$ cat src/rtl/ctrl_branch_resolve_pkg.sv
// Shared types for branch resolution: address width, default queue depth,
// in-flight queue entry layout and the resolve FSM state encoding.
package ctrl_branch_resolve_pkg;

  localparam int CBR_AW    = 32;
  localparam int CBR_DEPTH = 8;

  typedef struct packed {
    logic [CBR_AW-1:0] pc;
    logic [CBR_AW-1:0] pred_pc;
    logic              pred_taken;
  } br_entry_t;

  typedef enum logic {
    ST_RUN   = 1'b0,
    ST_FLUSH = 1'b1
  } state_t;

endpackage

$ cat src/rtl/ctrl_branch_fifo.sv
// In-flight branch queue: generic FIFO with synchronous clear.
// Head visible combinationally; push ignored when full, pop ignored when empty.
// Clear has priority over push and pop in the same cycle.
module ctrl_branch_fifo #(
  parameter int W     = 8,
  parameter int DEPTH = 8
) (
  input  logic         clk,
  input  logic         rst,
  input  logic         push,
  input  logic [W-1:0] push_data,
  input  logic         pop,
  input  logic         clear,
  output logic         full,
  output logic         empty,
  output logic [W-1:0] head
);

  localparam int PW = $clog2(DEPTH);
  localparam logic [PW:0] FULL_CNT = (PW+1)'(DEPTH);

  logic [W-1:0]  mem [DEPTH];
  logic [PW-1:0] wr_ptr;
  logic [PW-1:0] rd_ptr;
  logic [PW:0]   count;
  logic          do_push;
  logic          do_pop;

  assign full    = (count == FULL_CNT);
  assign empty   = (count == '0);
  assign head    = mem[rd_ptr];
  assign do_push = push && !full && !clear;
  assign do_pop  = pop && !empty && !clear;

  // Pointers are log2(DEPTH) wide so they wrap modulo DEPTH on their own.
  always_ff @(posedge clk or posedge rst) begin
    if (rst) begin
      wr_ptr <= '0;
      rd_ptr <= '0;
      count  <= '0;
    end else if (clear) begin
      wr_ptr <= '0;
      rd_ptr <= '0;
      count  <= '0;
    end else begin
      if (do_push) wr_ptr <= wr_ptr + 1'b1;
      if (do_pop)  rd_ptr <= rd_ptr + 1'b1;
      case ({do_push, do_pop})
        2'b10:   count <= count + 1'b1;
        2'b01:   count <= count - 1'b1;
        default: count <= count;
      endcase
    end
  end

  always_ff @(posedge clk) begin
    if (do_push) mem[wr_ptr] <= push_data;
  end

endmodule

$ cat src/rtl/ctrl_branch_resolve.sv
// Branch resolution: tracks predicted branches in order, checks them against execute.
// Update/flush/redirect appear one cycle after resolution; push_ready low when full or flushing.
// A mispredict or ext_flush empties the queue and drops any same-cycle push.
module ctrl_branch_resolve
  import ctrl_branch_resolve_pkg::*;
#(
  parameter int DEPTH = CBR_DEPTH,
  parameter int AW    = CBR_AW
) (
  input  logic          clk,
  input  logic          rst,
  input  logic          push_valid,
  output logic          push_ready,
  input  logic [AW-1:0] push_pc,
  input  logic [AW-1:0] push_pred_pc,
  input  logic          push_pred_taken,
  input  logic          res_valid,
  input  logic          res_taken,
  input  logic [AW-1:0] res_target,
  input  logic          ext_flush,
  output logic          upd_valid,
  output logic          upd_taken,
  output logic [AW-1:0] upd_pc,
  output logic [AW-1:0] upd_target,
  output logic          flush_o,
  output logic [AW-1:0] redirect_pc,
  output logic          err_underflow,
  output logic [31:0]   cnt_branches,
  output logic [31:0]   cnt_mispred
);

  state_t      state;
  br_entry_t   push_entry;
  br_entry_t   head;
  logic        fifo_full;
  logic        fifo_empty;
  logic        in_run;
  logic        res_accept;
  logic        mispred;
  logic        redirect;
  logic        clear;
  logic        do_push;
  logic [AW-1:0] actual_next;

  assign in_run      = (state == ST_RUN);
  assign push_ready  = in_run && !fifo_full;
  assign res_accept  = res_valid && in_run && !fifo_empty;
  assign actual_next = res_taken ? res_target : head.pc + AW'(4);
  assign mispred     = res_accept &&
                       ((actual_next != head.pred_pc) || (res_taken != head.pred_taken));
  // A trap flush owns fetch; the mispredict still counts but does not redirect.
  assign redirect    = mispred && !ext_flush;
  assign clear       = ext_flush || mispred;
  assign do_push     = push_valid && push_ready && !clear;

  assign push_entry = '{pc: push_pc, pred_pc: push_pred_pc, pred_taken: push_pred_taken};

  ctrl_branch_fifo #(
    .W     ($bits(br_entry_t)),
    .DEPTH (DEPTH)
  ) u_fifo (
    .clk       (clk),
    .rst       (rst),
    .push      (do_push),
    .push_data (push_entry),
    .pop       (res_accept),
    .clear     (clear),
    .full      (fifo_full),
    .empty     (fifo_empty),
    .head      (head)
  );

  always_ff @(posedge clk or posedge rst) begin
    if (rst) begin
      state         <= ST_RUN;
      flush_o       <= 1'b0;
      redirect_pc   <= '0;
      upd_valid     <= 1'b0;
      upd_taken     <= 1'b0;
      upd_pc        <= '0;
      upd_target    <= '0;
      err_underflow <= 1'b0;
      cnt_branches  <= '0;
      cnt_mispred   <= '0;
    end else begin
      case (state)
        ST_RUN:   if (redirect) state <= ST_FLUSH;
        ST_FLUSH: state <= ST_RUN;
        default:  state <= ST_RUN;
      endcase

      flush_o   <= redirect;
      upd_valid <= res_accept;
      if (redirect) redirect_pc <= actual_next;

      if (res_accept) begin
        upd_pc       <= head.pc;
        upd_taken    <= res_taken;
        upd_target   <= res_target;
        cnt_branches <= cnt_branches + 32'd1;
        if (mispred) cnt_mispred <= cnt_mispred + 32'd1;
      end

      if (res_valid && in_run && fifo_empty) err_underflow <= 1'b1;
    end
  end

endmodule

$ cat config.mk
export PLATFORM = sky130hd
export DESIGN_NAME = ctrl_branch_resolve
export DESIGN_NICKNAME = d
export VERILOG_FILES = /design/src/rtl/ctrl_branch_resolve_pkg.sv /design/src/rtl/ctrl_branch_fifo.sv /design/src/rtl/ctrl_branch_resolve.sv
export SDC_FILE = /design/constraint.sdc
export NUM_CORES = 1
export LEC_CHECK = 0
export ABC_AREA = 1
export CAP_MARGIN = 15
export CORE_MARGIN = 2
export CORE_UTILIZATION = 58
export CTS_CLUSTER_DIAMETER = 60
export DETAILED_ROUTE_END_ITERATION = 10
export HOLD_SLACK_MARGIN = 0.02
export PLACE_DENSITY_LB_ADDON = 0.25
export SLEW_MARGIN = 20
export SYNTH_ARGS = -nofsm -noshare
export SYNTH_HDL_FRONTEND = slang
export SYNTH_HIERARCHICAL = 1
export SYNTH_SLANG_ARGS = --single-unit
$ cat constraint.sdc
create_clock -name clk -period 7.47 [get_ports clk]
set_input_delay 1.494 -clock clk [delete_from_list [all_inputs] [get_ports clk]]
set_output_delay 1.494 -clock clk [all_outputs]
set_load 0.005 [all_outputs]
==> impl_metrics.xml <==
<?xml version="1.0" encoding="UTF-8"?>
<metrics>
  <group name="yosys">
    <metric name="ys_ff" unit="">695</metric>
    <metric name="synthesized_netlist_net_count" unit="">3008</metric>
    <metric name="ys_sh_xor" unit="%">1.75</metric>
    <metric name="synth_area_leader_cell" unit="">edfxtp_1</metric>
    <metric name="syn_area" unit="sq mm">0.0300</metric>
    <metric name="post_synth_cell_types" unit="">41</metric>
    <metric name="synth.comb.largest_family" unit="">simple AND/OR/NAND/NOR gates</metric>
    <metric name="synth.top_cells.by_area" unit="">edfxtp_1 52%, dfrtp_1 15%, nand2_1 9.1%</metric>
    <metric name="yosys-stat-area" unit="sq mm">0.0300</metric>
    <metric name="async_flop_share" unit="%">25.2</metric>
  </group>
  <group name="status">
    <metric name="run_status" unit="">finished, final reports clean</metric>
  </group>
  <group name="min_path">
    <metric name="hold_depth" unit="">2</metric>
  </group>
  <group name="routing">
    <metric name="routed-wl-met2" unit="um">39500</metric>
    <metric name="route.detailed.vias_per_inst" unit="">5.81</metric>
  </group>
  <group name="power_and_ir_drop">
    <metric name="p_switching" unit="mW">3.36</metric>
    <metric name="clock_power_share" unit="%">32.1</metric>
    <metric name="cellPowerDensity" unit="mW/mm^2">306</metric>
    <metric name="combPwrFrac" unit="%">24.2</metric>
  </group>
  <group name="setup_path">
    <metric name="worstSetupEndpoint" unit="">u_fifo/mem[2][26]$_DFFE_PP_</metric>
    <metric name="worst_setup_path_end_kind" unit="">flop</metric>
    <metric name="critPathLaunchType" unit="">flop</metric>
    <metric name="regToRegSetupSlack" unit="ns">0.92</metric>
  </group>
  <group name="cts">
    <metric name="cts_hold_buffers" unit="">0</metric>
    <metric name="cts.sinks" unit="">695</metric>
  </group>
  <group name="place">
    <metric name="detailed_place.area" unit="sq mm">0.0333</metric>
    <metric name="place_congestion" unit="">0.996</metric>
    <metric name="preCtsSetupSlack" unit="ns">0.995</metric>
  </group>
  <group name="sta">
    <metric name="finalClockPeriodUsage" unit="%">87.7</metric>
    <metric name="final.setup_skew" unit="ns">0.0365</metric>
  </group>
  <group name="global_route">
    <metric name="largest_net_degree_at_the_start_of_global_routing" unit="">107</metric>
    <metric name="antenna_found_initial" unit="">2</metric>
    <metric name="grt_pass1_vias" unit="">21300</metric>
  </group>
  <group name="floorplanning">
    <metric name="die_w" unit="um">232</metric>
  </group>
  <group name="final_layout">
    <metric name="comb-cell-share" unit="%">24.6</metric>
    <metric name="seq_area" unit="sq mm">0.0200</metric>
    <metric name="area_share_clock_buf_inv" unit="%">6.45</metric>
  </group>
</metrics>
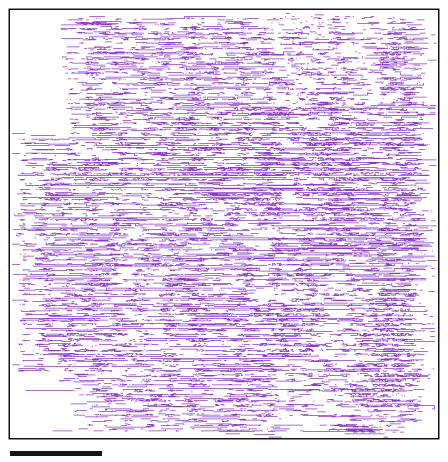
Figure 1: M1 wires.
Scale bar: 50 um.
The layer carries 32.3 mm of wire. The wires run mostly horizontal. 3015 nets have wire on it. The longest straight run is 83.7 um. The layer holds 40% of the routed length.
met1 routing resource usage after global routing: 41.8%
wirelength, routed: 81500 um
detailed-route via count: 22500

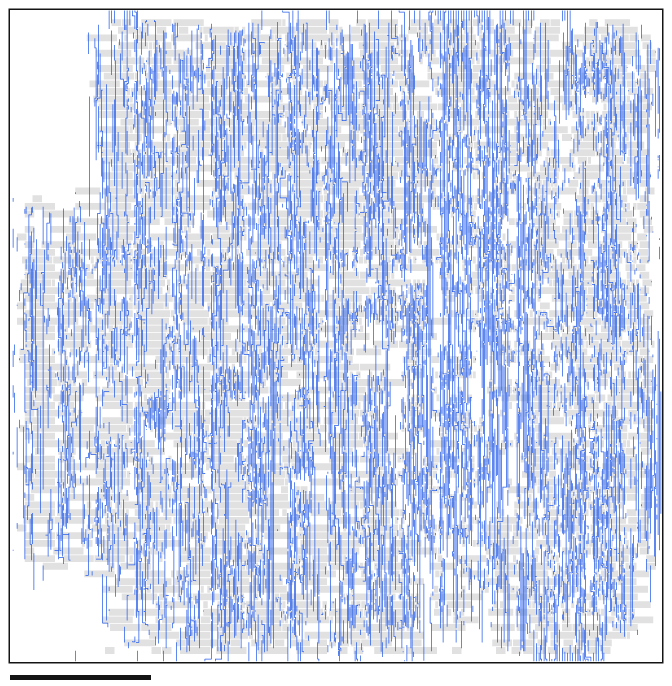
Figure 2: the metal 2 layer.
Scale bar: 50 um. Cells faint in the background.
The longest straight run is 105 um. The wires run mostly vertical.
M2 GR Usage: 49.7%

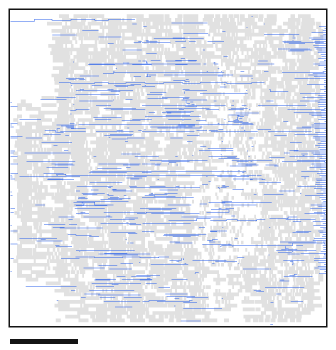
Figure 3: signal wires on met3.
Scale bar: 50 um. Cells faint in the background.
The layer carries 7290 um of wire. The wires run mostly horizontal. 402 nets have wire on it. The longest straight run is 128 um.
met3 layer usage reported by global route: 5.44%

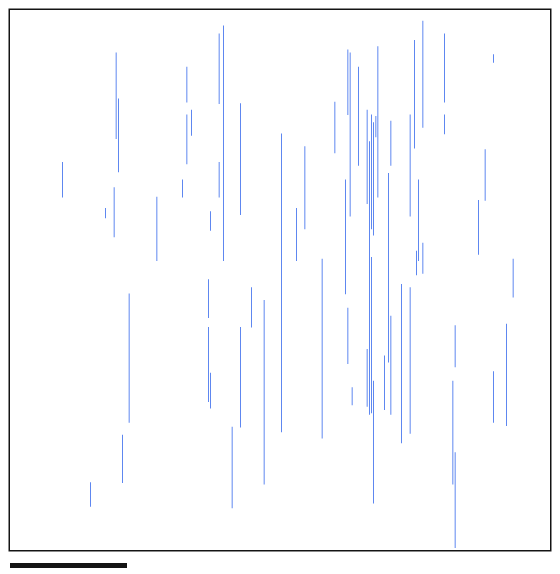
Figure 4: the metal 4 layer.
Scale bar: 50 um.
The longest straight run is 128 um. 50 nets have wire on it. The layer carries 2450 um of wire. The layer holds 3.0% of the routed length.

